--- src/rtl/stopwatch_pkg.sv ---
// stopwatch_pkg: definitions shared by the stopwatch core and its digit counters.
//   stopwatch_state_e : control FSM states
//   HUN_MOD, SEC_MOD  : moduli for the hundredths and seconds digit pairs
//   bcd_time_t        : six BCD digits (mm:ss.hh), used for live count and lap
package stopwatch_pkg;

  typedef enum logic [1:0] {
    IDLE  = 2'd0,
    RUN   = 2'd1,
    PAUSE = 2'd2,
    LAP   = 2'd3
  } stopwatch_state_e;

  localparam int HUN_MOD = 100;
  localparam int SEC_MOD = 60;

  typedef struct packed {
    logic [3:0] min_t;
    logic [3:0] min_o;
    logic [3:0] sec_t;
    logic [3:0] sec_o;
    logic [3:0] hun_t;
    logic [3:0] hun_o;
  } bcd_time_t;

endpackage

--- src/rtl/bcd_digit_counter.sv ---
// bcd_digit_counter: mod-MOD two-digit BCD counter (MOD in 1..100).
//   clk, rst_n : clock, asynchronous active-low reset
//   inc        : advance by one this cycle
//   clr        : synchronous clear, wins over inc
//   tens, ones : BCD count
//   carry_out  : combinational, high when inc rolls the pair from MOD-1 to 0,
//                so a chain of these ripples within one cycle
module bcd_digit_counter
  import stopwatch_pkg::*;
#(
  parameter int MOD = 100
) (
  input  logic       clk,
  input  logic       rst_n,
  input  logic       inc,
  input  logic       clr,
  output logic [3:0] tens,
  output logic [3:0] ones,
  output logic       carry_out
);

  localparam logic [3:0] MAX_T = 4'((MOD - 1) / 10);
  localparam logic [3:0] MAX_O = 4'((MOD - 1) % 10);

  logic [3:0] tens_q, tens_d;
  logic [3:0] ones_q, ones_d;
  logic       at_max;

  assign at_max    = (tens_q == MAX_T) && (ones_q == MAX_O);
  assign carry_out = inc && at_max && !clr;

  always_comb begin
    tens_d = tens_q;
    ones_d = ones_q;
    if (clr) begin
      tens_d = 4'd0;
      ones_d = 4'd0;
    end else if (inc) begin
      if (at_max) begin
        tens_d = 4'd0;
        ones_d = 4'd0;
      end else if (ones_q == 4'd9) begin
        ones_d = 4'd0;
        tens_d = tens_q + 4'd1;
      end else begin
        ones_d = ones_q + 4'd1;
      end
    end
  end

  always_ff @(posedge clk or negedge rst_n) begin
    if (!rst_n) begin
      tens_q <= 4'd0;
      ones_q <= 4'd0;
    end else begin
      tens_q <= tens_d;
      ones_q <= ones_d;
    end
  end

  assign tens = tens_q;
  assign ones = ones_q;

endmodule

--- src/rtl/stopwatch_core.sv ---
// stopwatch_core: BCD stopwatch (mm:ss.hh) driven by the 100 Hz divider output,
// with start/stop and lap/clear control.
//   clk_2MHz, reset_n      : system clock, asynchronous active-low reset
//   clk_100Hz              : divider square wave, one hundredth per rising edge
//   btn_start_stop (ss)    : debounced level, acts on rising edge
//   btn_lap_clear  (lc)    : debounced level, acts on rising edge
//   min/sec/hun _t/_o      : displayed BCD digits (lap register while in LAP)
//   running, lap_active    : RUN or LAP / LAP only
//   wrap                   : one-cycle pulse when the count rolls to 00:00.00
//
// state | meaning
// IDLE  | stopped at zero, lc re-clears
// RUN   | counting, live count displayed
// PAUSE | stopped, count held, lc clears everything
// LAP   | counting, frozen lap value displayed
module stopwatch_core
  import stopwatch_pkg::*;
#(
  parameter int MINUTE_WRAP = 60
) (
  input  logic       clk_2MHz,
  input  logic       reset_n,
  input  logic       clk_100Hz,
  input  logic       btn_start_stop,
  input  logic       btn_lap_clear,
  output logic [3:0] min_t,
  output logic [3:0] min_o,
  output logic [3:0] sec_t,
  output logic [3:0] sec_o,
  output logic [3:0] hun_t,
  output logic [3:0] hun_o,
  output logic       running,
  output logic       lap_active,
  output logic       wrap
);

  logic c100_q, ss_q, lc_q;
  logic tick, ss_ev, lc_ev;

  stopwatch_state_e state_q;
  bcd_time_t        lap_q;
  bcd_time_t        live;
  bcd_time_t        disp;
  logic             running_q, lap_active_q, wrap_q;

  logic count_en, clr_live;
  logic hun_carry, sec_carry, min_carry;

  assign tick  = clk_100Hz & ~c100_q;
  assign ss_ev = btn_start_stop & ~ss_q;
  assign lc_ev = btn_lap_clear & ~lc_q;

  // Counting uses the pre-update state: a tick on RUN->PAUSE counts,
  // a tick on PAUSE->RUN does not.
  assign count_en = tick && ((state_q == RUN) || (state_q == LAP));
  // ss has priority, so lc only clears when ss is absent.
  assign clr_live = lc_ev && !ss_ev && ((state_q == IDLE) || (state_q == PAUSE));

  bcd_digit_counter #(.MOD(HUN_MOD)) u_hun (
    .clk       (clk_2MHz),
    .rst_n     (reset_n),
    .inc       (count_en),
    .clr       (clr_live),
    .tens      (live.hun_t),
    .ones      (live.hun_o),
    .carry_out (hun_carry)
  );

  bcd_digit_counter #(.MOD(SEC_MOD)) u_sec (
    .clk       (clk_2MHz),
    .rst_n     (reset_n),
    .inc       (hun_carry),
    .clr       (clr_live),
    .tens      (live.sec_t),
    .ones      (live.sec_o),
    .carry_out (sec_carry)
  );

  bcd_digit_counter #(.MOD(MINUTE_WRAP)) u_min (
    .clk       (clk_2MHz),
    .rst_n     (reset_n),
    .inc       (sec_carry),
    .clr       (clr_live),
    .tens      (live.min_t),
    .ones      (live.min_o),
    .carry_out (min_carry)
  );

  always_ff @(posedge clk_2MHz or negedge reset_n) begin
    if (!reset_n) begin
      c100_q       <= 1'b0;
      ss_q         <= 1'b0;
      lc_q         <= 1'b0;
      state_q      <= IDLE;
      lap_q        <= '0;
      running_q    <= 1'b0;
      lap_active_q <= 1'b0;
      wrap_q       <= 1'b0;
    end else begin
      c100_q <= clk_100Hz;
      ss_q   <= btn_start_stop;
      lc_q   <= btn_lap_clear;
      wrap_q <= min_carry;
      case (state_q)
        IDLE: begin
          if (ss_ev) begin
            state_q   <= RUN;
            running_q <= 1'b1;
          end
        end
        RUN: begin
          if (ss_ev) begin
            state_q   <= PAUSE;
            running_q <= 1'b0;
          end else if (lc_ev) begin
            state_q      <= LAP;
            lap_q        <= live;
            lap_active_q <= 1'b1;
          end
        end
        LAP: begin
          if (ss_ev) begin
            state_q      <= PAUSE;
            running_q    <= 1'b0;
            lap_active_q <= 1'b0;
          end else if (lc_ev) begin
            state_q      <= RUN;
            lap_active_q <= 1'b0;
          end
        end
        PAUSE: begin
          if (ss_ev) begin
            state_q   <= RUN;
            running_q <= 1'b1;
          end else if (lc_ev) begin
            state_q <= IDLE;
            lap_q   <= '0;
          end
        end
        default: begin
          state_q      <= IDLE;
          running_q    <= 1'b0;
          lap_active_q <= 1'b0;
        end
      endcase
    end
  end

  assign disp = (state_q == LAP) ? lap_q : live;

  assign min_t      = disp.min_t;
  assign min_o      = disp.min_o;
  assign sec_t      = disp.sec_t;
  assign sec_o      = disp.sec_o;
  assign hun_t      = disp.hun_t;
  assign hun_o      = disp.hun_o;
  assign running    = running_q;
  assign lap_active = lap_active_q;
  assign wrap       = wrap_q;

endmodule

--- config.mk ---
export PLATFORM = sky130hd
export DESIGN_NAME = stopwatch_core
export DESIGN_NICKNAME = d
export VERILOG_FILES = /design/src/rtl/stopwatch_pkg.sv /design/src/rtl/bcd_digit_counter.sv /design/src/rtl/stopwatch_core.sv
export SDC_FILE = /design/constraint.sdc
export NUM_CORES = 1
export LEC_CHECK = 0
export CAP_MARGIN = 20
export CORE_ASPECT_RATIO = 0.5
export CORE_MARGIN = 3
export CORE_UTILIZATION = 40
export CTS_CLUSTER_SIZE = 20
export DETAILED_ROUTE_END_ITERATION = 8
export PLACE_DENSITY = 0.63
export SLEW_MARGIN = 20
export SYNTH_ARGS = -nofsm -noshare
export SYNTH_HDL_FRONTEND = slang
export SYNTH_SLANG_ARGS = --single-unit
--- constraint.sdc ---
create_clock -name clk_2MHz -period 2.09 [get_ports clk_2MHz]
set_input_delay 0.418 -clock clk_2MHz [delete_from_list [all_inputs] [get_ports clk_2MHz]]
set_output_delay 0.418 -clock clk_2MHz [all_outputs]
set_load 0.02 [all_outputs]
Run 1, track usage over the die:
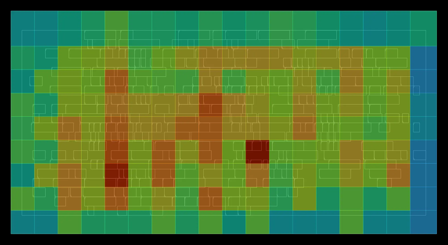
Tot GR Track Use: 16.31%
final core occ: 55.66%
grt peak-use layer: met2
met1 global-route usage: 22.63%
wire per inst: 15.86 um

Run 1, the metal 2 layer:
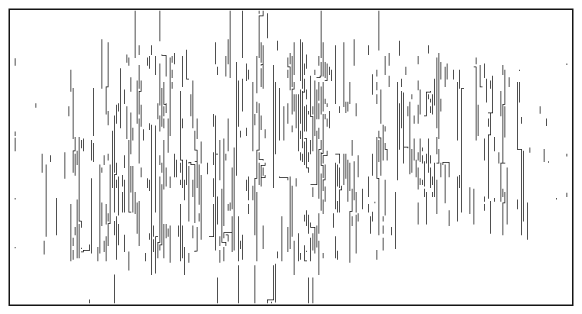
- nets with wire on the layer: 269
- main direction: vertical
- longest straight run: 33.3 um
DR vias: 2187
Routed WL: 6327 um

Run 1, cells by drive strength:
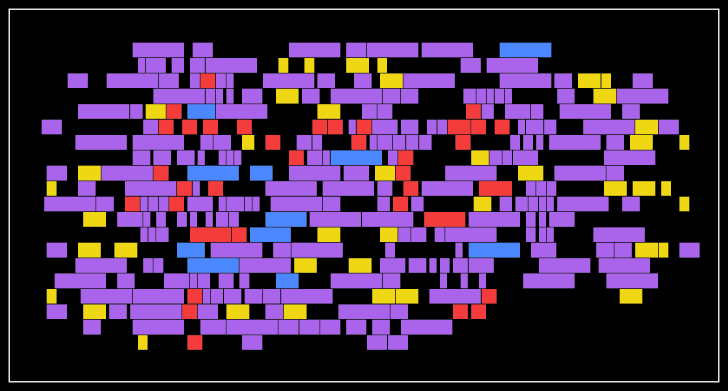
- purple: x1 and smaller (cells 222; share 71%; most used dfrtp_1)
- blue: x6 and larger (cells 11; share 3.5%; most used clkbuf_16)
- red: x3 and x4 (cells 36; share 12%; most used buf_4)
- yellow: x2 (cells 42; share 14%; most used mux2_2)
P&R area growth vs syn: 26.69%
bufs w/o clock: 67
Final Worst Setup Slack: 0.05627 ns

## run 1: registers in the layout (all words and copies together), names as in the netlist
| signal | flops |
|---|---|
| lap_active | 1 |
| u_sec.ones | 4 |
| u_hun.tens | 4 |
| lap_q | 24 |
| u_min.ones | 4 |
| ss_q | 1 |
| u_hun.ones | 4 |
| wrap | 1 |
| u_sec.tens | 4 |
| state_q | 2 |
| u_min.tens | 4 |
| running | 1 |
| c100_q | 1 |
| lc_q | 1 |
## run 1: synthesized netlist by cell type
master and n:
dfrtp_1 56, a22o_1 24, mux2_2 24, nand2_1 18, nor2_1 13, ha_1 12, buf_2 9, nor3_1 9
a21oi_1 8, o21ai_0 8, inv_1 7, nand3_1 5, nand4_1 5, clkbuf_1 4, nor4_1 4, o31ai_1 4
or3_1 4, xor2_1 4, a31o_2 3, a21o_1 2, a31oi_1 2, and3_1 2, and3b_1 2, mux2i_1 2
nand3b_1 2, nand3b_4 2, a22oi_1 1, a311oi_1 1, buf_6 1, nand2_4 1, nand2b_1 1, nand4b_1 1
nor2b_1 1, nor3_2 1, nor3_4 1, nor3b_2 1, nor4b_1 1, o2111ai_1 1, o21bai_1 1, o22ai_1 1
o32ai_1 1, or4_1 1
## run 1: repair_timing
item,CTS,global route
pin swaps,0,1
setup endpoints to repair,24,24
cloned,0,1
gates resized,27,39
## run 1: final timing paths
kind                       startpoint  cells past startpoint            end  slack [ns]
max                        state_q[1]                      4       min_o[0]        0.06
min                           reset_n                      1  u_sec.ones[3]        0.12
max reg2reg                state_q[0]                      8  u_hun.tens[3]        0.24
min reg2reg                 lap_q[13]                      1      lap_q[13]        0.50
max in group asynchronous     reset_n                      2  u_sec.tens[2]        1.31
min in group clk_2MHz       lap_q[13]                      1      lap_q[13]        0.50
## run 1: area by class of cell
type | count | share of cell area, %
sequential | 56 | 39.00
clock buffer | 7 | 4.248
inverter | 7 | 0.7312
tap | 88 | 3.064
timing repair buffer | 67 | 15.53
multi-input combinational | 174 | 37.43
## run 1: routing by layer
metal	vias to the layer above	GRT usage [%]	wire length (um)
met2	34	25.40	2820
met4	0	5.811	68
met3	5	3.571	199
met5	-	0	0
li1	1050	-	-
met1	1098	22.63	3238
## run 1: logic make-up (layout without fill, tap and decap cells)
kind of cell,Yosys count,after routing
muxes,26,26
adders and majority gates,12,12
DFF,56,56
xor gates and xnor gates,4,4
buffers and inverters,21,81
AOI/OAI and AO/OA,57,57
and+or+nand+nor,75,75
## run 1: per-stage QoR
stage | total power, W | hold slack, ns | worst slack [ns] | area, um^2 | TNS, ns
final | 0.003178 | 0.1175 | 0.05627 | 3593 | 0
after global routing | 0.003352 | 0.1629 | 0.004357 | 3593 | 0
after CTS | 0.003171 | 0.1333 | 0.003591 | 3592 | 0
after detailed placement | 0.002303 | 0.4546 | -0.1043 | 3461 | -0.4655
after global placement | 0.002276 | 0.4507 | -0.06267 | 3461 | -0.1523
after floorplan | 0.001869 | 0.1224 | 0.3161 | 2836 | 0
==> results.sh, run 1 <==
# yosys + openroad results
export IMPL_fillers=571
export IMPL_aoi_share_pct=14.87
export IMPL_setup_viol_count_final=0
export IMPL_critPathRequiredTime_ns=1.67
export IMPL_crit_buf_inv=2
export IMPL_synth_cells=251
export IMPL_remaining_drc_errors=0
export IMPL_combGateArea_mm2=0.001345
export IMPL_worstPathMaxFanout=13
export IMPL_cts_tree="built"
export IMPL_cts_buffers=5
export IMPL_tool_warnings=32
export IMPL_clock_sinks=56
export IMPL_grt_ovfl_total=0
export IMPL_netlist_logic_family_top="simple AND/OR/NAND/NOR gates"
export IMPL_skew_ns=0.006351
export IMPL_core_area_mm2=0.006456
export IMPL_final_cell_mix="dfrtp_1, buf_4, mux2_2, a22o_1, nand2_1"
export IMPL_yosys_area_top_type_share_pct=49.40
export IMPL_tightest_slew_ns=0.5782
export IMPL_fp_row_count=20
export IMPL_pg_seq_w=0.00129
export IMPL_finalHoldViolations=0
export IMPL_yosys_warnings=0
export IMPL_n_antenna_cell=0
export IMPL_status="completed"
export IMPL_p_sw_share_pct=31.48
export IMPL_area_leaders="dfrtp_1, mux2_2, a22o_1, ha_1, nand2_1"
export IMPL_synth_area_mm2=0.002836
## Run 2: what changed since run 1
--- a/config.mk
+++ b/config.mk
@@ -8,11 +8,11 @@
 export CAP_MARGIN = 20
 export CORE_ASPECT_RATIO = 0.5
 export CORE_MARGIN = 3
-export CORE_UTILIZATION = 40
+export CORE_UTILIZATION = 56
 export CTS_CLUSTER_SIZE = 20
 export DETAILED_ROUTE_END_ITERATION = 8
-export PLACE_DENSITY = 0.63
-export SLEW_MARGIN = 20
+export PLACE_DENSITY = 0.83
+export SLEW_MARGIN = 10
 export SYNTH_ARGS = -nofsm -noshare
 export SYNTH_HDL_FRONTEND = slang
 export SYNTH_SLANG_ARGS = --single-unit
Run 2, cells by drive strength:
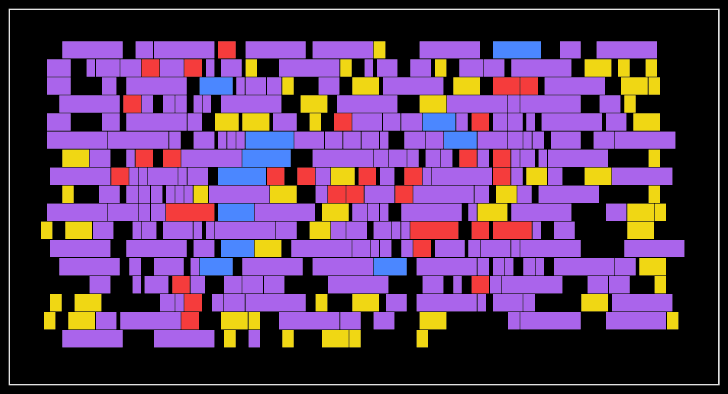
- yellow: x2 (cells 56; share 18%)
- blue: x6 and larger (cells 11; share 3.6%; most used clkbuf_8)
- red: x3 and x4 (cells 30; share 9.8%; most used buf_4)
- purple: x1 and smaller (cells 210; share 68%; most used dfrtp_1)
final instance area: 0.003421 mm^2
bufs w/o clock: 62

==> results.sh, run 2 <==
# yosys + openroad results
export IMPL_status="completed"
export IMPL_track_usage_pct=22.93
export IMPL_grt_use_met3_pct=3.789
export IMPL_area_leaders="dfrtp_1, mux2_2, a22o_1, ha_1, nand2_1"
export IMPL_cts_buffers=5
export IMPL_syn_to_final_growth_pct=20.60
export IMPL_regMostFlops="lap_q"
export IMPL_remaining_drc_errors=0
export IMPL_rr_startpoint="u_hun.tens[1]"
export IMPL_reg2regPathDepth=7
export IMPL_clock_sinks=56
export IMPL_synth_area_mm2=0.002836
export IMPL_finalHoldViolations=0
export IMPL_synth_top_flop_cell="dfrtp_1"
export IMPL_core_area_mm2=0.004637
export IMPL_largest_reg_flops=24
export IMPL_wirelength_um=6308
export IMPL_total_power_w=0.002894
export IMPL_tool_warnings=33
export IMPL_worst_r2r_setup_slack_ns=0.18
export IMPL_grtUsageMet2_pct=37.66
export IMPL_cts_tree="built"
export IMPL_edf_count=0
export IMPL_synth_async_reset_ratio_pct=100.0
export IMPL_yosys_warnings=0
export IMPL_yosys_area_top_type_share_pct=49.40
export IMPL_common_cells="dfrtp_1, a22o_1, mux2_2, nand2_1, nor2_1"
export IMPL_top_usage_layer="met2"
export IMPL_p_sw_share_pct=33.62
export IMPL_routedWlPerCell_um=16.91
export IMPL_tightest_slew_ns=0.4739
export IMPL_synth_top_cell_by_count="dfrtp_1"
export IMPL_vias=2208
export IMPL_tns_ns=0
export IMPL_final_cell_mix="dfrtp_1, buf_4, mux2_2, a22o_1, clkbuf_2"
export IMPL_placed_area_mm2=0.003418
export IMPL_netlist_logic_family_top="simple AND/OR/NAND/NOR gates"
export IMPL_fp_row_count=17
export IMPL_comb_power_share_pct=33.9
export IMPL_worstPathMaxFanout=15
export IMPL_grt_ovfl_total=0
run 2: cell counts after synthesis:
No cell type changed its count.
run 2: worst max-delay path by stage:
stage	endpoint	slack (ns)	start
6_report	hun_o[3]	0.14	state_q[0]
5_1_grt	u_hun.tens[3]	0.02	btn_start_stop
4_1_cts	sec_o[1]	-0.01	state_q[0]
3_5_place_dp	u_min.ones[0]	-0.07	clk_100Hz
3_3_place_gp	u_hun.tens[3]	-0.03	btn_start_stop
2_1_floorplan	hun_t[0]	0.32	state_q[0]
run 2: power groups by stage:
stage | sequential [W] | clock, W | combinational [W]
2_1_floorplan | 0.00134 | 0 | 0.000529
3_3_place_gp | 0.00130 | 0 | 0.000983
3_5_place_dp | 0.00131 | 0 | 0.00102
4_1_cts | 0.00129 | 0.000621 | 0.000993
5_1_grt | 0.00131 | 0.000672 | 0.00107
6_report | 0.00129 | 0.000621 | 0.000981
run 2: layout make-up:
cell class,count,area [um^2]
Sequential cell,56,1401
Multi-Input combinational cell,174,1345
Fill cell,344,1216
Timing Repair Buffer,62,475.5
Clock buffer,8,90.09
Tap cell,66,82.58
Inverter,7,26.28
run 2: what timing repair did:
action / 4_1_cts / 5_1_grt
endpoints found under the setup margin: 24 / 25
buffers inserted: 0 / 3
gates resized: 28 / 47
pin swaps: 0 / 1
run 2: metrics by stage:
stage | hold slack, ns | setup WS (ns) | util, %
5_1_grt | 0.06684 | 0.01946 | 73.77
6_report | 0.04740 | 0.1390 | 73.77
3_5_place_dp | 0.3914 | -0.06812 | 73.72
3_3_place_gp | 0.3866 | -0.02837 | 73.72
4_1_cts | 0.05472 | -0.01482 | 75.20
2_1_floorplan | 0.1224 | 0.3161 | -
run 2: logic make-up after synthesis:
logic type | after synthesis
simple gates | 75
compound gates | 57
flops | 56
mux | 26
buf+inv | 21
fa+ha+maj | 12
xor+xnor | 4
run 2: layer usage:
metal,part of all wire [%],wire [um]
met2,46,2898
met1,47,2935
met4,1.3,80
met3,6.2,394
met5,0,0
run 2: worst max-delay path, delay by kind of cell (launching register included):
kind / cells / cell delay [ns]
flip-flops: 1 / 0.42
multiplexers: 1 / 0.35
buffers and inverters: 2 / 0.33
AND/OR/NAND/NOR: 1 / 0.12
Power figures rest on the tool's default switching activity, not on a simulated workload.
